**Run 1: I/O nets highlighted**

(1 px per um)
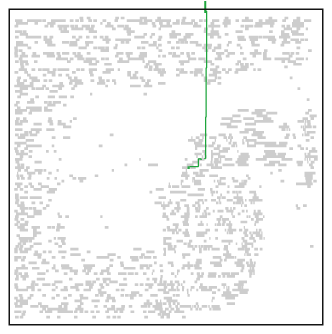
**Run 1: cells by drive strength**

(1.5 px per um)
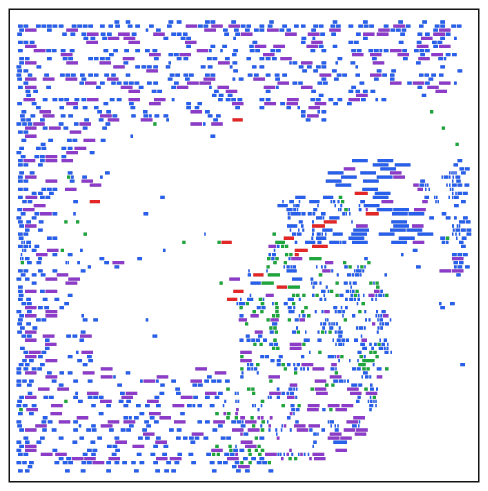
**Run 1: cell outlines without signal wires**

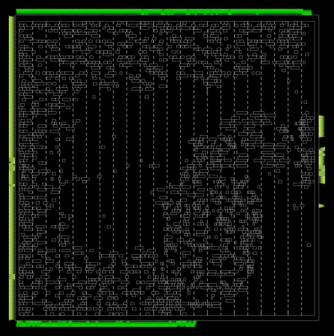
==> config.mk <==
export PLATFORM = sky130hd
export DESIGN_NAME = mem_arbiter
export DESIGN_NICKNAME = d
export VERILOG_FILES = /design/src/rtl/mem_arbiter.sv
export SDC_FILE = /design/constraint.sdc
export NUM_CORES = 1
export LEC_CHECK = 0
export CAP_MARGIN = 20
export CORE_AREA = 4 4 308 310
export CTS_CLUSTER_DIAMETER = 200
export DETAILED_ROUTE_END_ITERATION = 10
export DIE_AREA = 0 0 312 314
export PLACE_DENSITY_LB_ADDON = 0.12
export REMOVE_ABC_BUFFERS = 1
export SYNTH_ARGS = -nofsm -noshare
export SYNTH_HDL_FRONTEND = slang
export SYNTH_SLANG_ARGS = --single-unit
==> constraint.sdc <==
create_clock -name clk_i -period 4.3 [get_ports clk_i]
set_input_delay 0.43 -clock clk_i [delete_from_list [all_inputs] [get_ports clk_i]]
set_output_delay 0.43 -clock clk_i [all_outputs]
set_load 0.02 [all_outputs]
==> run notes, run 1 <==
Flow results follow.

The final number of hold-violating endpoints is 0. Per the synth log, the flip-flop and latch total comes to between 50 and 60. The overall routing resource usage is between 10% and 20%. The mean cell area of the mapped netlist is 12.0 um^2. In the layout the commonest cells are sky130_fd_sc_hd__clkdlybuf4s50_1 (744), sky130_fd_sc_hd__mux4_2 (252), sky130_fd_sc_hd__buf_4 (136).

The detailed placer's ending HPWL is between 70 and 80 mm. The leakage component of the power was reported as ~6.7 nW. The script parses the final routing iteration and logs DRC violations as 0. IR analysis of the VDD net gives a maximum drop of approximately 0.32 mV.

Setup repair after global routing left no endpoint under its margin. The largest non-sequential cell family by area is multiplexers. In this run the vertical extent of the chip is 314 um. The number of warnings printed during yosys synthesis is 0. The critical path data required time is between 3 and 4 ns. The violation tally recorded at the end of detailed-routing iteration 0 is between 800 and 900. The maximum number of pins on one net before global-route repair is ~120. The worst pin sits at a relative slew slack of 30.0%. In the post-synthesis netlist, the biggest area contributors are sky130_fd_sc_hd__mux4_2 (53%), sky130_fd_sc_hd__edfxtp_1 (9.0%), sky130_fd_sc_hd__dfxtp_1 (3.9%), sky130_fd_sc_hd__and2_1 (2.9%), sky130_fd_sc_hd__nor2_1 (2.5%). The timing report gives the biggest stage delay along the critical path as roughly 0.63 ns. At the end of routability-driven placement, the weighted congestion stood at 0.929.

The number of setup violations in the final report is 0. The setup slack of the worst register-to-register path is around 0.25 ns. The share of synthesized cell area in full adder, half adder and majority cells is ~1.1%. The number of max-cap violations is 0. For the final routed database, the setup TNS stands at 0 ns. Measured against the total synthesized area, the mux share comes to a little under three fifths. The standard cell core area is between 90000 and 100000 um^2. In this run, synthesis inferred 32 flip-flops with an integrated enable. The most frequent standard cell in the layout excluding fill and tap cells is sky130_fd_sc_hd__clkdlybuf4s50_1. The total die area is between 90000 and 100000 um^2. The cell with the biggest individual delay on the critical path is sky130_fd_sc_hd__clkdlybuf4s50_1. TritonCTS created 5 clock buffers. The total number of vias is approximately 12k.

The number of warnings reported in the stage logs is 33. Along the worst hold path, the cell count comes to 2. The number of placement rows is around 110. For this run, the detailed router's first-pass iteration total came to 5.

The flow ran to the end, and the final reports show no timing, DRC or antenna violations. The share of the cycle needed by the critical path after routing is 95.7%. The count of unique library cells instantiated by Yosys is 72. The first global-routing pass estimated 114 mm of wire. The clock input transition at the sequential cells of the worst setup and hold paths is approximately 0.07 ns. In this design, the critical path's most frequently occurring cell is sky130_fd_sc_hd__mux4_2.

The detail route stage leaves a number of antenna-violating nets equal to 0. The critical path arrival is 3.68 ns. For the pin with the worst max-slew slack, the measured transition is 1.05 ns.

For the finished layout, the period the worst path requires is between 4 and 5 ns. Per the synth stats, the flop cell with the highest instance count is sky130_fd_sc_hd__edfxtp_1. The critical path goes through buf_12, buf_4, mux4_2, mux4_2, and2_1, clkdlybuf4s50_1. The initial antenna violation count is 22. The clock network latency to the later pin of the worst-skew pair is 0.29 ns.

The via count of the first global-routing pass is ~13k. The total wirelength of the detailed-routed design is 86.4 mm. The final net count is around 2.4k. The area fraction in and, or, nand and nor cells after synthesis is between 10% and 20%. Per the synthesis report, the single largest cell type by area occupies 53.1% of cell area. Total power normalized to cell area comes to 418 nW/um^2. Per the synth stats, the proportion of register bits with asynchronous set or reset is 0%.

The post-synthesis chip area from yosys is 10700 um^2.
-- 'I/O nets highlighted' (at the start) --
- green: mem_write_o (bits 1; direction output; edge north; end cells 1; buffers 1; wire 172 um)
number of top-level pins: 803
count of port buffers added during placement: 754

-- 'cells by drive strength' (at the start) --
- purple: _2 cells (cells 296)
- blue: _0 and _1 cells (cells 1226)
- red: _6 and larger (cells 15)
- green: _3 and _4 cells (cells 143)
final standard cell area without fillers: 20500 um^2
count of plain and timing-repair buffers in the layout: 889
synthesis-to-finish area growth: 91.8%
worst-case setup margin in the final layout: 0.185 ns

-- 'cell outlines without signal wires' (at the start) --
Finished Core Util: 22.3%
sequential cell count: 53

[run 1: through the flow]
stage / cells / total power, mW / utilization (%) / hold WS [ns] / setup WS (ns)
after global routing: 2871 / 9.08 / 22.3 / 0.545 / 0.00456
after floorplan: 783 / 5.05 / - / 0.464 / -5.97
after detailed placement: 2855 / 8.20 / 22.1 / 0.498 / -0.481
after global placement: 2855 / 8.25 / 22.1 / 0.487 / -0.467
final: 2873 / 8.56 / 22.3 / 0.506 / 0.185
after CTS: 2866 / 8.72 / 22.3 / 0.508 / 0.0846
[run 1: where the power goes]
group	internal, mW	leakage [nW]	switching (mW)
clock	0.276	0.0842	0.183
sequential	0.624	0.469	0.100
combinational	3.68	6.16	3.69
[run 1: layout make-up]
type                            instances  area [um^2]  area share [%]
Antenna cell                            7         17.5          0.0855
Clock buffer                            5          125           0.611
Clock inverter                          3         43.8           0.214
Inverter                               15         56.3           0.275
Multi-Input combinational cell        715         8710            42.5
Sequential cell                        53         1400            6.83
Tap cell                             1186         1480            7.25
Timing Repair Buffer                  889         8640            42.2
[run 1: critical path, delay by kind of cell (launching register included)]
family,cells,cell delay (ns)
buf+inv,3,1.45
mux,2,1.09
simple gates,1,0.32
flops,1,0.47
[run 1: layer usage]
layer	GRT usage, %	up-vias	wire length, um
li1	-	5336	-
met1	20.9	6330	35200
met2	30.1	535	44500
met3	4.23	37	5810
met4	1.36	6	670
met5	1.24	-	178
[run 1: timing repair]
item / CTS / global route
gates resized: 1 / 1
endpoints found under the setup margin: 16 / 1
pin swaps: 1 / 0
hold endpoints to repair: 0 / 0
setup buffers: 3 / 0
==> run 1 -> run 2 <==
--- a/config.mk
+++ b/config.mk
@@ -5,6 +5,7 @@
 export SDC_FILE = /design/constraint.sdc
 export NUM_CORES = 1
 export LEC_CHECK = 0
+export ABC_CLOCK_PERIOD_IN_PS = 4300
 export CAP_MARGIN = 20
 export CORE_AREA = 4 4 308 310
 export CTS_CLUSTER_DIAMETER = 200
**Run 2: cell outlines without signal wires**

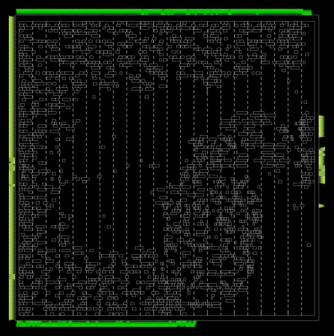
fraction of area in registers: 6.83%
# rows: 111

==> run 2 against run 1 <==
Cell count stayed put. Combinational power hardly changed. Non-clock buffer count stayed put. Register-to-register slack hardly changed. Setup slack stayed put. Sequential power hardly changed. Via count stayed put. Die size stayed put. Sequential cell count stayed put. Critical path type unchanged. Critical endpoint unchanged.
==> run notes, run 2 <==
Flow results follow.

The later pin in the worst-skew pair is clocked with a latency of roughly 0.29 ns. The leakage power total is 6.71 nW. Hold analysis shows the worst path with a depth of 2. The OpenROAD warning count is 33. The total die area is approximately 98000 um^2. The detail route stage leaves a number of antenna-violating nets equal to 0.

The maximum number of pins on one net before global-route repair is 118. The critical path data required time is ~3.9 ns. The proportion of synthesized flip-flops having asynchronous set or reset is 0%. The analysis reports a worst IR drop on VDD of between 0.3 and 0.4 mV. Synthesis inferred approximately 53 register bits. Switching power as a fraction of the total was reported as between 40 and 50%. Yosys printed 0 warnings. The total wirelength of the detailed-routed design is around 86 mm. The power share of the sequential group is 8.5%. The number of max-cap violations is 0. From the final report, the count of setup violators was given as 0. For met3 alone, demand over resource in global routing was between 4 and 5%. For this run, global-route usage on met2 was measured as roughly 30%. The number of primary I/O pins is about 800. After routing the design area is 20500 um^2. The number of buffers created by CTS is 5. The fraction of met1 tracks used by global routing is between 20% and 30%.

The run finished with clean final reports. The uppermost layer routed is met5. The final net count is around 2.4k. The first global-routing pass estimated approximately 110 mm of wire. The standard cell core area is a little over 90000 um^2. The area share of the largest cell type after synthesis is between 50% and 60%.

By area the synthesized netlist is led by sky130_fd_sc_hd__mux4_2 (53%), sky130_fd_sc_hd__edfxtp_1 (9.0%), sky130_fd_sc_hd__dfxtp_1 (3.9%), sky130_fd_sc_hd__and2_1 (2.9%), sky130_fd_sc_hd__nor2_1 (2.5%). The worst max-slew margin expressed relative to the limit is between 30% and 40%. The detailed placer's ending HPWL is about 75 mm. The timing report gives the worst reg2reg path a setup slack of roughly 0.25 ns. The sequential cells in the finished layout cover a total of about 1400 um^2.

Between the synthesized netlist and the finished layout, the area growth was recorded as 91.8%. For reference, the final report shows the hold violation count at 0. The via count of the first global-routing pass was ~13k.

After detailed routing, the number of remaining DRC violations is 0. Per the layout area report, the combinational gate area comes to between 8000 and 9000 um^2. At the pin with the least slew margin, the transition time is 1.05 ns. The count of buffers inserted at the top-level ports is about 750.

The mean cell area of the mapped netlist is between 10 and 15 um^2. The internal power of the cells totals around 4.6 mW. The layer with the highest usage after global routing is met2.

The combinational gate power is between 7 and 8 mW. Wire segments on met3 add up to roughly 5.8 mm in the final route.
**Run 2: cells by drive strength**

(1.5 px per um)
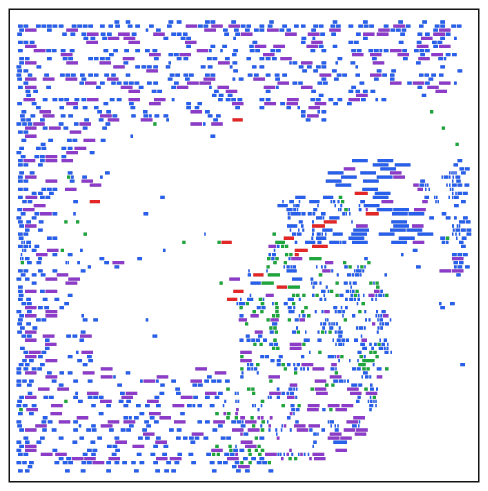
- blue: _0 and _1 cells (cells 1226)
- purple: _2 cells (cells 296)
- red: _6 and larger (cells 15)
- green: _3 and _4 cells (cells 143)

[run 2: cell counts after synthesis]
Identical to the previous run, type by type.
[run 2: through the flow]
stage	setup slack (ns)	instances	power (mW)	hold slack [ns]	util, %
2_1_floorplan	-5.97	783	5.05	0.464	-
3_3_place_gp	-0.467	2855	8.25	0.487	22.1
3_5_place_dp	-0.481	2855	8.20	0.498	22.1
4_1_cts	0.0846	2866	8.72	0.508	22.3
5_1_grt	0.00456	2871	9.08	0.545	22.3
6_report	0.185	2873	8.56	0.506	22.3
[run 2: cell type report]
cell class	count	area share, %
timing repair buffer	889	42.2
clock buffer	5	0.611
multi-input combinational	715	42.5
inverter	15	0.275
sequential	53	6.83
clock inverter	3	0.214
tap	1186	7.25
antenna	7	0.0855
[run 2: critical path, cell delays in order, from the launching register on]
cell	delay, ns
sky130_fd_sc_hd__dfxtp_4	0.47
sky130_fd_sc_hd__buf_12	0.34
sky130_fd_sc_hd__buf_4	0.48
sky130_fd_sc_hd__mux4_2	0.57
sky130_fd_sc_hd__mux4_2	0.52
sky130_fd_sc_hd__and2_1	0.32
sky130_fd_sc_hd__clkdlybuf4s50_1	0.63
[run 2: timing repair]
action / 4_1_cts / 5_1_grt
buffers inserted: 3 / 0
pin swaps: 1 / 0
resized: 1 / 1
endpoints found under the setup margin: 16 / 1
[run 2: cell families after synthesis]
family          Yosys count  synth area share, %
mux                     273                 55.4
compound gates          147                 10.5
buf+inv                 123                 5.57
xor+xnor                 20                 1.85
flops                    53                 12.9
simple gates            266                 12.7
fa+ha+maj                 9                 1.05
Power and IR drop assume default switching activity.
